===== config.mk =====
export PLATFORM = sky130hd
export DESIGN_NAME = starvation_guard_arbiter
export DESIGN_NICKNAME = d
export VERILOG_FILES = /design/src/rtl/arb_pkg.sv /design/src/rtl/starvation_guard_arbiter_lfsr_gen.sv /design/src/rtl/starvation_guard_arbiter.sv
export SDC_FILE = /design/constraint.sdc
export NUM_CORES = 1
export LEC_CHECK = 0
export CAP_MARGIN = 25
export CORE_UTILIZATION = 45
export CTS_BUF_LIST = sky130_fd_sc_hd__clkbuf_4 sky130_fd_sc_hd__clkbuf_8
export DETAILED_ROUTE_END_ITERATION = 10
export PLACE_DENSITY = 0.68
export RECOVER_POWER = 50
export SLEW_MARGIN = 30
export SYNTH_ARGS = -nofsm -noshare
export SYNTH_HDL_FRONTEND = slang
export SYNTH_SLANG_ARGS = --single-unit

===== constraint.sdc =====
create_clock -name clk -period 3.5 [get_ports clk]
set_input_delay 0.525 -clock clk [delete_from_list [all_inputs] [get_ports clk]]
set_output_delay 0.525 -clock clk [all_outputs]
set_load 0.1 [all_outputs]

===== src/rtl/arb_pkg.sv =====
// Shared constants and helpers for the starvation-guarded arbiter:
// LFSR polynomial step and the wrap-around first-set picker.
package arb_pkg;

    localparam int         LFSR_W     = 8;
    localparam logic [7:0] LFSR_RESET = 8'h01;
    localparam logic [7:0] LFSR_TAP   = 8'hB8;
    localparam int         MAX_REQS   = 16;

    // x^8+x^6+x^5+x^4+1, shifting left with feedback into bit 0
    function automatic logic [LFSR_W-1:0] lfsr_next(input logic [LFSR_W-1:0] l);
        return {l[LFSR_W-2:0], ^(l & LFSR_TAP)};
    endfunction

    // One-hot of the first set bit of vec at or above start, wrapping within n (a power of two)
    function automatic logic [MAX_REQS-1:0] rr_pick(input logic [MAX_REQS-1:0] vec,
                                                    input logic [3:0]          start,
                                                    input int                  n);
        logic [MAX_REQS-1:0] pick;
        logic                found;
        logic [3:0]          mask;
        logic [3:0]          idx;
        pick  = '0;
        found = 1'b0;
        mask  = 4'(n - 1);
        for (int k = 0; k < MAX_REQS; k++) begin
            idx = (start + 4'(k)) & mask;
            if (k < n && !found && vec[idx]) begin
                pick[idx] = 1'b1;
                found     = 1'b1;
            end
        end
        return pick;
    endfunction

endpackage


===== src/rtl/starvation_guard_arbiter_lfsr_gen.sv =====
// 8-bit Fibonacci LFSR that chooses the random scan start; a zero seed is
// replaced by the reset value so the register can never lock up at zero.
module lfsr_gen
    import arb_pkg::*;
(
    input  logic              clk,
    input  logic              rst_n,
    input  logic              seed_load,
    input  logic [LFSR_W-1:0] seed,
    output logic [LFSR_W-1:0] value
);

    always_ff @(posedge clk or negedge rst_n) begin
        if (!rst_n) begin
            value <= LFSR_RESET;
        end else if (seed_load) begin
            value <= (seed == '0) ? LFSR_RESET : seed;
        end else begin
            value <= lfsr_next(value);
        end
    end

endmodule


===== src/rtl/starvation_guard_arbiter.sv =====
// Random-start arbiter with per-requester wait counters; any requester that
// has waited K cycles is force-granted in round-robin order among the urgent.
module starvation_guard_arbiter
    import arb_pkg::*;
#(
    parameter int NUM_REQS = 4,
    parameter int K        = 100
) (
    input  logic                clk,
    input  logic                rst_n,
    input  logic [7:0]          lfsr_seed,
    input  logic                seed_load,
    input  logic [NUM_REQS-1:0] req,
    output logic [NUM_REQS-1:0] grant,
    output logic                grant_valid,
    output logic                forced,
    output logic [NUM_REQS-1:0] starving
);

    localparam int CNT_W = $clog2(K + 1);
    localparam int IDX_W = $clog2(NUM_REQS);

    logic [LFSR_W-1:0]   lfsr;
    logic [CNT_W-1:0]    wait_cnt [NUM_REQS];
    logic [IDX_W-1:0]    rr_ptr;
    logic [NUM_REQS-1:0] urgent;
    logic [NUM_REQS-1:0] grant_p0;
    logic                forced_p0;
    logic [IDX_W-1:0]    winner_p0;
    logic [3:0]          rand_start;

    function automatic logic [CNT_W-1:0] sat_inc(input logic [CNT_W-1:0] c);
        return (c == CNT_W'(K)) ? c : c + 1'b1;
    endfunction

    function automatic logic [IDX_W-1:0] onehot_idx(input logic [NUM_REQS-1:0] v);
        logic [IDX_W-1:0] idx;
        idx = '0;
        for (int i = 0; i < NUM_REQS; i++) begin
            if (v[i]) idx = IDX_W'(i);
        end
        return idx;
    endfunction

    lfsr_gen u_lfsr (
        .clk       (clk),
        .rst_n     (rst_n),
        .seed_load (seed_load),
        .seed      (lfsr_seed),
        .value     (lfsr)
    );

    assign rand_start = 4'(lfsr & 8'(NUM_REQS - 1));

    always_comb begin
        for (int i = 0; i < NUM_REQS; i++) begin
            urgent[i] = req[i] && (wait_cnt[i] == CNT_W'(K));
        end
    end

    // p0: combinational decision, urgent override first, then LFSR-started scan
    always_comb begin
        grant_p0  = '0;
        forced_p0 = 1'b0;
        if (|urgent) begin
            grant_p0  = NUM_REQS'(rr_pick(MAX_REQS'(urgent), 4'(rr_ptr), NUM_REQS));
            forced_p0 = 1'b1;
        end else if (|req) begin
            grant_p0  = NUM_REQS'(rr_pick(MAX_REQS'(req), rand_start, NUM_REQS));
        end
    end

    assign winner_p0 = onehot_idx(grant_p0);

    // p1: registered grant, counters and round-robin pointer
    always_ff @(posedge clk or negedge rst_n) begin
        if (!rst_n) begin
            grant    <= '0;
            forced   <= 1'b0;
            starving <= '0;
            rr_ptr   <= '0;
            for (int i = 0; i < NUM_REQS; i++) begin
                wait_cnt[i] <= '0;
            end
        end else begin
            grant  <= grant_p0;
            forced <= forced_p0;
            if (forced_p0) begin
                rr_ptr <= winner_p0 + 1'b1;
            end
            for (int i = 0; i < NUM_REQS; i++) begin
                if (req[i] && !grant_p0[i]) begin
                    wait_cnt[i] <= sat_inc(wait_cnt[i]);
                    starving[i] <= (sat_inc(wait_cnt[i]) == CNT_W'(K));
                end else begin
                    wait_cnt[i] <= '0;
                    starving[i] <= 1'b0;
                end
            end
        end
    end

    assign grant_valid = |grant;

endmodule


==> images/power_grid.png <==
(6 px per um) Pins as bars on the die edge.
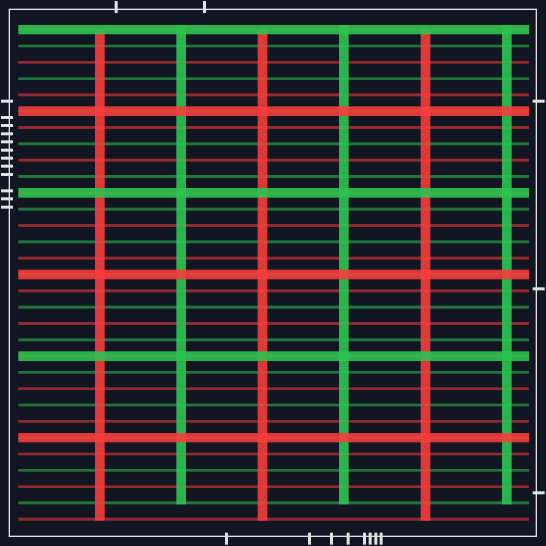
- green: VDD
- red: VSS
- met1 rails: 31
- met4 straps: 6

==> images/cell_density.png <==
(3 px per um) 9 x 9 tiles, from white (low) to dark blue (high), 0 to 100% covered.
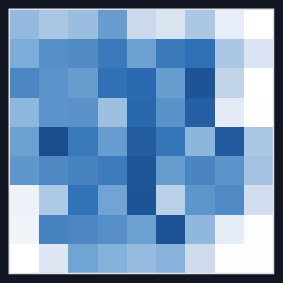
- tiles over 75% full: 12%
- emptiest ninth of the die: lower right
- mean over tiles: 48%
- fullest tile: 88%
- nearly empty tiles: 8.6%

==> images/clk_routes.png <==
(6 px per um)
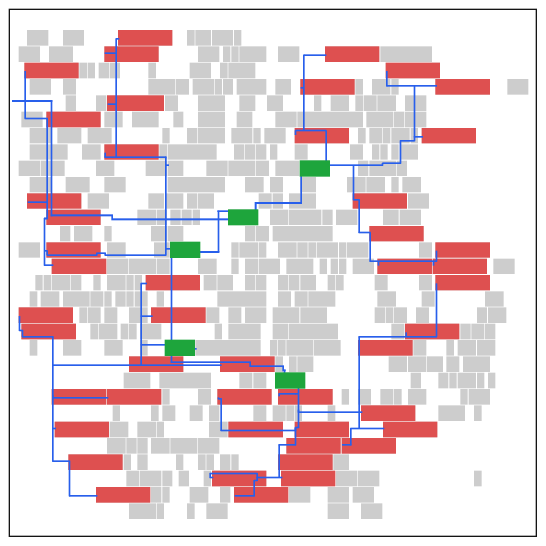
- red: flip-flops (count 47)
- green: clock drivers (count 5)
- blue: clock wires (length 582 um)
- flops lie: widely spread
- routed clock nets: 6

==> impl_metrics.json <==
{
  "synth_sequential_area_ratio_pct": 35.71,
  "syn_area_per_cell_um2": 9.668,
  "outcome": "finished with violations",
  "violations": "capacitance limit, slew limit",
  "final_cell_area_um2": 3781,
  "clkLatencyLatePin_ns": 0.30,
  "mostFrequentLayoutCells": "dfrtp_1 (46), nor2_1 (33), inv_1 (24)",
  "finalSetupViolCount": 0,
  "cp-end-kind": "flip-flop",
  "place_hpwl_mm": 4.974,
  "drive_gt1_share_pct": 11.89,
  "hp-class": "in2async",
  "drc": 0,
  "layout.cells.most_common": "dfrtp_1",
  "synth-edff-count": 0,
  "cap_viol_max_count": 1,
  "postSynthCellCount": 341,
  "first_pass_iters": 6,
  "die_area_um2": 7673,
  "nNetsFinal": 405,
  "slew_violations": 33,
  "power_density_nw_per_um2": 472.3,
  "finalClockPeriodUsage_pct": 93.70,
  "area_leaders": "dfrtp_1 (35%), ha_1 (8.0%), xnor2_1 (4.3%)",
  "die_w_um": 87.60,
  "critical_path_arrival_ns": 3.50,
  "overflow": 0,
  "fill_cells": 619,
  "h-tree-depth": 2,
  "antenna_found_initial": 0,
  "synth_area_um2": 3297
}
==> images/congestion.png <==
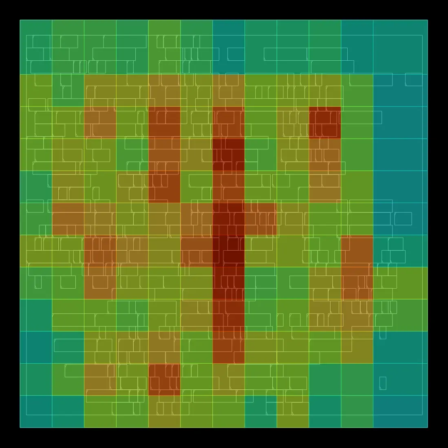
M2 GR Usage: 31.68%
drt wl/cell: 13.85 um
Tot GR Track Use: 19.05%
M1 GR Usage: 24.85%

==> images/wires.png <==
(6 px per um) Two of the layers only.
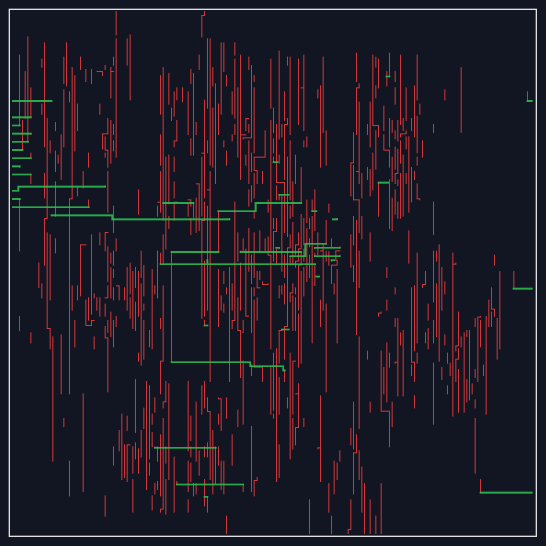
- green: metal 3 (wire length 227 um)
- red: metal 2 (wire length 3100 um)
Post-Route WL: 6.453 mm
via count: 2563

## where the power goes
part	switching (mW)	total, mW	internal, mW
logic	0.408	0.647	0.239
clock network	0.188	0.473	0.285
registers	0.0687	0.666	0.597
## registers in the layout, summed over array words and instances (netlist names)
| name | count |
|---|---|
| forced | 1 |
| grant | 4 |
| rr_ptr | 2 |
| starving | 4 |
| u_lfsr.value | 8 |
| wait_cnt | 28 |
## layout make-up
cell class / instances / area (um2) / area share (%)
clock buffers: 5 / 68.82 / 1.820
well taps: 96 / 120.1 / 3.177
flip-flops and latches: 47 / 1177 / 31.14
multi-input cells: 260 / 1974 / 52.22
repair buffers: 31 / 282.8 / 7.478
clock inverters: 3 / 67.56 / 1.787
inverters: 24 / 90.09 / 2.383
## cells in the mapped netlist, types with 2 or more instances
cell	n
nand2b_1	3
nor2_1	33
xnor2_1	16
or2_2	2
and4_1	3
nand2_1	23
a21oi_1	9
dfrtp_1	46
nor3_2	5
nand2_2	2
nand4b_1	4
or2b_1	2
mux4_2	2
or3_1	3
o22ai_1	2
and2_1	5
nor4_1	2
buf_2	4
xor2_1	9
nand3_1	16
mux2i_1	13
mux2_4	2
nor2b_1	2
nand4_1	6
nor3b_1	3
a32o_1	2
o32ai_1	3
mux2_2	5
a221o_1	3
or4_1	3
nor3_1	6
and3_1	15
clkbuf_1	2
inv_1	24
o21ai_0	12
ha_1	21
## layer usage
metal	up-vias	GRT usage, %	wire (um)
met4	0	6.706	119
li1	1262	-	-
met5	-	0	0
met2	51	31.68	3099
met1	1236	24.85	3007
met3	14	3.770	227
## through the flow
stage	cells	hold WS (ns)	power (mW)
floorplan	341	0.2294	1.153
global placement	458	0.4617	1.315
detailed placement	458	0.4687	1.327
CTS	466	0.1485	1.804
global route	466	0.4181	1.890
finish	466	0.3387	1.786
## worst max-delay path: stages, from the launching register on
cell,delay (ns)
dfstp_2,0.74
inv_1,0.17
ha_1,0.41
mux4_1,0.31
buf_4,0.16
nor2b_4,0.04
a221o_1,0.29
o2111ai_1,0.09
o311ai_1,0.15
a211oi_2,0.43
nand2_2,0.20
nor3_2,0.19
## cells by family after synthesis
logic type	count (synthesis)	share of synthesized area, %
muxes	24	9.412
AOI/OAI and AO/OA	42	9.375
and+or+nand+nor	148	26.49
adders and majority gates	21	7.970
DFF	47	35.71
buffers and inverters	34	4.402
xor gates and xnor gates	25	6.641
## final timing paths
kind	slack, ns	cells after the start	startpoint	end
setup / recovery	0.22	11	u_lfsr.value[0]$_DFF_PN1_	starving[2]$_DFF_PN0_
hold / removal	0.34	1	rst_n	wait_cnt[27]$_DFF_PN0_
setup reg to reg	0.22	11	u_lfsr.value[0]$_DFF_PN1_	starving[2]$_DFF_PN0_
hold reg to reg	0.49	1	u_lfsr.value[6]$_DFF_PN0_	u_lfsr.value[7]$_DFF_PN0_
max in group asynchronous	1.13	2	rst_n	wait_cnt[7]$_DFF_PN0_
min in group clk	0.49	1	u_lfsr.value[6]$_DFF_PN0_	u_lfsr.value[7]$_DFF_PN0_
Power is estimated from default activity; no workload was simulated.
